Figure 1. Power grid.
Bar = 50 um. Pins as bars on the die edge.
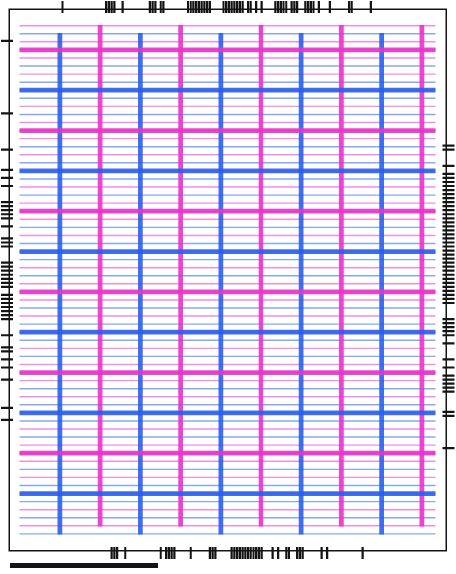
Figure 2. Placed cells, one colour a class.
Bar = 50 um.
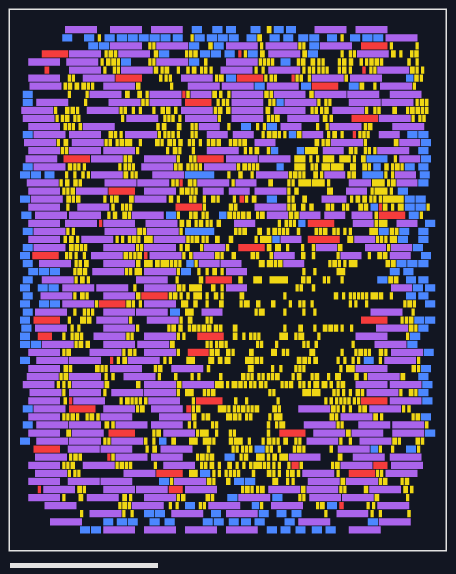
**src/rtl/branch_resolve_unit_if.sv**
```systemverilog
// Prediction/resolution/redirect bundle for branch_resolve_unit.
// The counter signals exist only when BRU_STATS_EN is defined.
interface branch_resolve_unit_if;
  // Handshake: a prediction transfers on any cycle where pred_valid && pred_ready;
  // pred_ready does not depend on pred_valid. A resolution has no backpressure
  // and is consumed only when the block is checking and holds a prediction.
  logic        pred_valid;
  logic [31:0] pred_pc;
  logic        pred_taken;
  logic [31:0] pred_target;
  logic        pred_ready;
  logic        res_valid;
  logic [31:0] res_pc;
  logic        res_taken;
  logic [31:0] res_target;
  logic        mispredict;
  logic [31:0] new_pc;
  logic        flush;
`ifdef BRU_STATS_EN
  logic [31:0] branch_count;
  logic [31:0] mispredict_count;

  modport master (
    output pred_valid, pred_pc, pred_taken, pred_target,
    output res_valid, res_pc, res_taken, res_target,
    input  pred_ready, mispredict, new_pc, flush,
    input  branch_count, mispredict_count
  );
  modport slave (
    input  pred_valid, pred_pc, pred_taken, pred_target,
    input  res_valid, res_pc, res_taken, res_target,
    output pred_ready, mispredict, new_pc, flush,
    output branch_count, mispredict_count
  );
`else
  modport master (
    output pred_valid, pred_pc, pred_taken, pred_target,
    output res_valid, res_pc, res_taken, res_target,
    input  pred_ready, mispredict, new_pc, flush
  );
  modport slave (
    input  pred_valid, pred_pc, pred_taken, pred_target,
    input  res_valid, res_pc, res_taken, res_target,
    output pred_ready, mispredict, new_pc, flush
  );
`endif
endinterface

```
**src/rtl/branch_resolve_unit.sv**
```systemverilog
// Branch resolve unit: queues front-end predictions, checks them against execute
// outcomes, redirects on mispredict and drains. Optional counters: BRU_STATS_EN.
module branch_resolve_unit #(
  parameter int unsigned DEPTH        = 4,
  parameter int unsigned FLUSH_CYCLES = 2
) (
  input  logic                    clk,
  input  logic                    reset,
  branch_resolve_unit_if.slave    bus,
  output logic                    dbg_state_o,
  output logic [$clog2(DEPTH):0]  dbg_count_o
);

  localparam int AW  = $clog2(DEPTH);
  localparam int CW  = AW + 1;
  localparam int FCW = (FLUSH_CYCLES > 1) ? $clog2(FLUSH_CYCLES) : 1;

  typedef enum logic {CHECK = 1'b0, FLUSH = 1'b1} state_e;

  state_e          state_q, state_d;
  logic [FCW-1:0]  fcnt_q, fcnt_d;
  logic [AW-1:0]   wr_ptr_q, wr_ptr_d;
  logic [AW-1:0]   rd_ptr_q, rd_ptr_d;
  logic [CW-1:0]   count_q, count_d;
  logic            mispredict_q, mispredict_d;
  logic [31:0]     new_pc_q, new_pc_d;

  logic [31:0]     pc_mem    [DEPTH];
  logic            taken_mem [DEPTH];
  logic [31:0]     tgt_mem   [DEPTH];

  logic            pred_ready;
  logic            push;
  logic            compare;
  logic            mismatch;

  assign pred_ready = (state_q == CHECK) && (count_q < CW'(DEPTH));
  assign push       = bus.pred_valid && pred_ready;
  assign compare    = (state_q == CHECK) && bus.res_valid && (count_q != '0);

  // The predicted target only matters when the branch was actually taken.
  assign mismatch = compare &&
                    ((bus.res_pc    != pc_mem[rd_ptr_q])    ||
                     (bus.res_taken != taken_mem[rd_ptr_q]) ||
                     (bus.res_taken && (bus.res_target != tgt_mem[rd_ptr_q])));

  always_comb begin
    state_d      = state_q;
    fcnt_d       = fcnt_q;
    wr_ptr_d     = wr_ptr_q;
    rd_ptr_d     = rd_ptr_q;
    count_d      = count_q;
    mispredict_d = 1'b0;
    new_pc_d     = new_pc_q;
    case (state_q)
      CHECK: begin
        if (mismatch) begin
          // Clearing the queue here also discards a push offered this cycle.
          state_d      = FLUSH;
          fcnt_d       = FCW'(FLUSH_CYCLES - 1);
          mispredict_d = 1'b1;
          new_pc_d     = bus.res_taken ? bus.res_target : (bus.res_pc + 32'd4);
          wr_ptr_d     = '0;
          rd_ptr_d     = '0;
          count_d      = '0;
        end else begin
          if (push)    wr_ptr_d = wr_ptr_q + AW'(1);
          if (compare) rd_ptr_d = rd_ptr_q + AW'(1);
          count_d = count_q + CW'(push) - CW'(compare);
        end
      end
      FLUSH: begin
        if (fcnt_q == '0) state_d = CHECK;
        else              fcnt_d  = fcnt_q - FCW'(1);
      end
      default: state_d = CHECK;
    endcase
  end

  always_ff @(posedge clk) begin
    if (reset) begin
      state_q      <= CHECK;
      fcnt_q       <= '0;
      wr_ptr_q     <= '0;
      rd_ptr_q     <= '0;
      count_q      <= '0;
      mispredict_q <= 1'b0;
      new_pc_q     <= '0;
    end else begin
      state_q      <= state_d;
      fcnt_q       <= fcnt_d;
      wr_ptr_q     <= wr_ptr_d;
      rd_ptr_q     <= rd_ptr_d;
      count_q      <= count_d;
      mispredict_q <= mispredict_d;
      new_pc_q     <= new_pc_d;
    end
  end

  always_ff @(posedge clk) begin
    if (push) begin
      pc_mem[wr_ptr_q]    <= bus.pred_pc;
      taken_mem[wr_ptr_q] <= bus.pred_taken;
      tgt_mem[wr_ptr_q]   <= bus.pred_target;
    end
  end

  assign bus.pred_ready = pred_ready;
  assign bus.mispredict = mispredict_q;
  assign bus.new_pc     = new_pc_q;
  assign bus.flush      = (state_q == FLUSH);
  assign dbg_state_o    = logic'(state_q);
  assign dbg_count_o    = count_q;

`ifdef BRU_STATS_EN
  logic [31:0] branch_cnt_q, branch_cnt_d;
  logic [31:0] mispred_cnt_q, mispred_cnt_d;

  // Both counters stick at all-ones instead of wrapping.
  always_comb begin
    branch_cnt_d  = branch_cnt_q;
    mispred_cnt_d = mispred_cnt_q;
    if (compare && (branch_cnt_q != '1))   branch_cnt_d  = branch_cnt_q + 32'd1;
    if (mismatch && (mispred_cnt_q != '1)) mispred_cnt_d = mispred_cnt_q + 32'd1;
  end

  always_ff @(posedge clk) begin
    if (reset) begin
      branch_cnt_q  <= '0;
      mispred_cnt_q <= '0;
    end else begin
      branch_cnt_q  <= branch_cnt_d;
      mispred_cnt_q <= mispred_cnt_d;
    end
  end

  assign bus.branch_count     = branch_cnt_q;
  assign bus.mispredict_count = mispred_cnt_q;
`endif

endmodule

```
**src/flat_wrapper.sv**
```systemverilog
// flat-port wrapper written by rule: the top's interface ports become plain ports
module branch_resolve_unit_flat 
#(
  parameter int unsigned DEPTH        = 4,
  parameter int unsigned FLUSH_CYCLES = 2
)
  (clk, reset, dbg_state_o, dbg_count_o, bus_pred_valid, bus_pred_pc, bus_pred_taken, bus_pred_target, bus_res_valid, bus_res_pc, bus_res_taken, bus_res_target, bus_pred_ready, bus_mispredict, bus_new_pc, bus_flush);
  branch_resolve_unit_if bus_i ();
  input  logic clk;
  input  logic reset;
  output logic dbg_state_o;
  output logic [$clog2(DEPTH):0] dbg_count_o;
  input wire logic [$bits(bus_i.pred_valid)-1:0] bus_pred_valid;
  input wire logic [$bits(bus_i.pred_pc)-1:0] bus_pred_pc;
  input wire logic [$bits(bus_i.pred_taken)-1:0] bus_pred_taken;
  input wire logic [$bits(bus_i.pred_target)-1:0] bus_pred_target;
  input wire logic [$bits(bus_i.res_valid)-1:0] bus_res_valid;
  input wire logic [$bits(bus_i.res_pc)-1:0] bus_res_pc;
  input wire logic [$bits(bus_i.res_taken)-1:0] bus_res_taken;
  input wire logic [$bits(bus_i.res_target)-1:0] bus_res_target;
  output wire logic [$bits(bus_i.pred_ready)-1:0] bus_pred_ready;
  output wire logic [$bits(bus_i.mispredict)-1:0] bus_mispredict;
  output wire logic [$bits(bus_i.new_pc)-1:0] bus_new_pc;
  output wire logic [$bits(bus_i.flush)-1:0] bus_flush;
  assign bus_i.pred_valid = bus_pred_valid;
  assign bus_i.pred_pc = bus_pred_pc;
  assign bus_i.pred_taken = bus_pred_taken;
  assign bus_i.pred_target = bus_pred_target;
  assign bus_i.res_valid = bus_res_valid;
  assign bus_i.res_pc = bus_res_pc;
  assign bus_i.res_taken = bus_res_taken;
  assign bus_i.res_target = bus_res_target;
  assign bus_pred_ready = bus_i.pred_ready;
  assign bus_mispredict = bus_i.mispredict;
  assign bus_new_pc = bus_i.new_pc;
  assign bus_flush = bus_i.flush;
  branch_resolve_unit #(.DEPTH(DEPTH), .FLUSH_CYCLES(FLUSH_CYCLES)) u_core (.clk(clk), .reset(reset), .bus(bus_i), .dbg_state_o(dbg_state_o), .dbg_count_o(dbg_count_o));
endmodule
```
**config.mk**
```make
export PLATFORM = sky130hd
export DESIGN_NAME = branch_resolve_unit_flat
export DESIGN_NICKNAME = d
export VERILOG_FILES = /design/src/rtl/branch_resolve_unit_if.sv /design/src/rtl/branch_resolve_unit.sv /design/src/flat_wrapper.sv
export SDC_FILE = /design/constraint.sdc
export NUM_CORES = 1
export LEC_CHECK = 0
export ABC_AREA = 1
export CAP_MARGIN = 20
export CORE_ASPECT_RATIO = 1.25
export CORE_MARGIN = 3
export CORE_UTILIZATION = 56
export DETAILED_ROUTE_END_ITERATION = 12
export PLACE_DENSITY = 0.77
export SYNTH_ARGS = -nofsm -noshare
export SYNTH_HDL_FRONTEND = slang
export SYNTH_SLANG_ARGS = --single-unit
```
**constraint.sdc**
```tcl
create_clock -name clk -period 5.2 [get_ports clk]
set_input_delay 1.56 -clock clk [delete_from_list [all_inputs] [get_ports clk]]
set_output_delay 1.56 -clock clk [all_outputs]
set_load 0.1 [all_outputs]
```
==> PnR_summary.wiki <==
== Flow metrics ==
{| class="wikitable"
! Metric !! Value
|-
| Netlist Area Pre-Place || 13,900 um2
|-
| Synthesis-to-finish area growth || 20.6%
|-
| Post-synthesis xor/xnor area fraction || 0.0170
|-
| Cells in synth_stat.txt || 1,460
|-
| Pre-Repair DR Iteration Count || 5
|-
| Total length of routed wires || 39,100 um
|-
| Worst min-delay path class || reg -> reg
|-
| Worst endpoint data arrival time || 4.40 ns
|-
| Unique cell types || 33
|-
| Count of pins on the block boundary || 173
|-
| Leakage power || 0.00670 uW
|-
| Chip area || 26,700 um2
|-
| Count of cells resized by post-cts repair || 0
|-
| Run status || completed
|-
| Max-capacitance violation count || 0
|-
| Top Usage Layer GRT || met2
|-
| Endpoint type of the worst setup path || register
|-
| Detail-routed via count per cell || 5.54
|-
| Power per unit of standard cell area || 463 nW/um2
|-
| Global-route met3 utilization || 0.0365
|-
| Global routing usage on met1 || 0.391
|-
| Post-route DRC violation count || 0
|-
| Area share of the leading cell type in the synthesized netlist || 0.562
|-
| Post-CTS Setup Bufs || 0
|-
| Nature of the critical path startpoint || primary input
|-
| Post-placement cell count || 1,913
|-
| Number of cells in the finished layout apart from fillers || 1,967
|-
| Flops & latches, synth || 304
|-
| Net Sw Power || 2840 uW
|-
| Vias in the first global route || 10,400
|-
| Number of setup violations in the final report || 0
|-
| Met2 layer usage reported by global route || 0.483
|-
| Net Count, Synth || 1,602
|-
| FA/HA/MAJ Cells, Area Fraction || 0.00775
|-
| Transition time of the tightest slew-check pin || 1.05 ns
|-
| Tool warnings || 32
|-
| Sum of negative setup slack || 0 ns
|-
| Proportion of total power due to net switching || 0.365
|-
| Mux contribution to synthesized area || 0
|-
| Fp_density || 0.578
|-
| Global-route total usage across every layer || 0.286
|}
Back to the opening pictures, Figure 1:
Key: blue = VSS; magenta = VDD
10 straps on met4. 12 straps on met5. 173 signal pins sit on the boundary. 64 met1 rails follow the rows. The core has 63 rows.
peak supply drop: 0.307 mV
core outline area: 24,000 um2
horizontal die size: 147 um
overall die height: 182 um

Back to the opening pictures, Figure 2:
Key: red = clock drivers and dummy loads [cells 52, share of their area 5.5%]; blue = other buffers and delay cells [cells 191, share of their area 12%]; yellow = all other logic [cells 1,095, share of their area 30%]; purple = flip-flops [cells 304, share of their area 53%]
site row count: 63
final core occ: 0.697
Seq/total area: 0.519
Final Instance Area: 16,800 um2

## metrics by stage
stage | hold WS (ns) | util | total power, uW | instance area (um2) | worst slack (ns)
finish | 0.461 | 0.697 | 7760 | 16800 | 1.31
floorplan | 0.428 | - | 5080 | 13900 | -0.831
global placement | 0.440 | 0.657 | 5700 | 15800 | 0.756
CTS | 0.458 | 0.695 | 7750 | 16700 | 1.32
global route | 0.499 | 0.697 | 8150 | 16800 | 1.17
detailed placement | 0.448 | 0.657 | 5760 | 15800 | 0.817
## cells in the mapped netlist, drive strengths merged
cell type	number
nand2	575
a21oi	13
nand3	235
nor2	67
inv	92
clkbuf	11
buf	50
a2bb2oi	1
nor4	4
a22oi	1
nand3b	4
nor4b	1
o21ai	40
or2	6
xnor2	3
dfxtp	44
xor2	24
nor3	10
ha	7
and3	1
nand4	10
edfxtp	260
fa	1
## worst max-delay path by stage
stage               slack [ns]                                  to
floorplan                -0.83       u_core.pc_mem[0][0]$_DFFE_PP_
global placement          0.76  u_core.bus.new_pc[23]$_SDFFE_PP0P_
detailed placement        0.82  u_core.bus.new_pc[23]$_SDFFE_PP0P_
CTS                       1.32                      bus_pred_ready
global route              1.17  u_core.bus.new_pc[23]$_SDFFE_PP0P_
finish                    1.31  u_core.bus.new_pc[23]$_SDFFE_PP0P_
## power groups by stage
stage          sequential, uW  clock (uW)  combinational [uW]
2_1_floorplan            3700           0                1380
3_3_place_gp             3280           0                2420
3_5_place_dp             3290           0                2470
4_1_cts                  3240        2020                2490
5_1_grt                  3280        2130                2730
6_report                 3250        2010                2510
## sequential cells by signal, indices dropped and copies added, names as in the netlist, named ones only
signal	flops
u_core.dbg_count_o	3
u_core.pc_mem	128
u_core.bus.flush	1
u_core.rd_ptr_q	2
u_core.bus.new_pc	32
u_core.tgt_mem	128
u_core.fcnt_q	1
u_core.bus.mispredict	1
u_core.wr_ptr_q	2
u_core.taken_mem	4
## per-layer routing
layer | routed length [um] | vias to the layer above
li1 | - | 5193
met1 | 15800 | 5151
met2 | 19400 | 487
met3 | 2840 | 72
met4 | 1070 | 2
met5 | 13 | -
## cell type report
class                           instances  area [um2]
Multi-Input combinational cell       1003        4480
Inverter                               92         348
Fill cell                            1829        7290
Clock buffer                           39         793
Sequential cell                       304        8690
Clock inverter                         13         100
Tap cell                              325         407
Timing Repair Buffer                  191        1930
## critical path, stage by stage
cell and delay [ns]:
sky130_fd_sc_hd__clkdlybuf4s50_1 0.62, sky130_fd_sc_hd__nand3_1 0.26, sky130_fd_sc_hd__inv_1 0.14, sky130_fd_sc_hd__nand2_1 0.14, sky130_fd_sc_hd__nor2_1 0.27, sky130_fd_sc_hd__nand2_1 0.11, sky130_fd_sc_hd__nor2_1 0.22, sky130_fd_sc_hd__nand4_1 0.24
sky130_fd_sc_hd__nor2_1 0.18, sky130_fd_sc_hd__xor2_1 0.29, sky130_fd_sc_hd__nand2_1 0.08, sky130_fd_sc_hd__o21ai_0 0.11, sky130_fd_sc_hd__nand2_1 0.09, sky130_fd_sc_hd__nand2_1 0.07
No activity file was given, so power comes from the tool's default toggle rates.
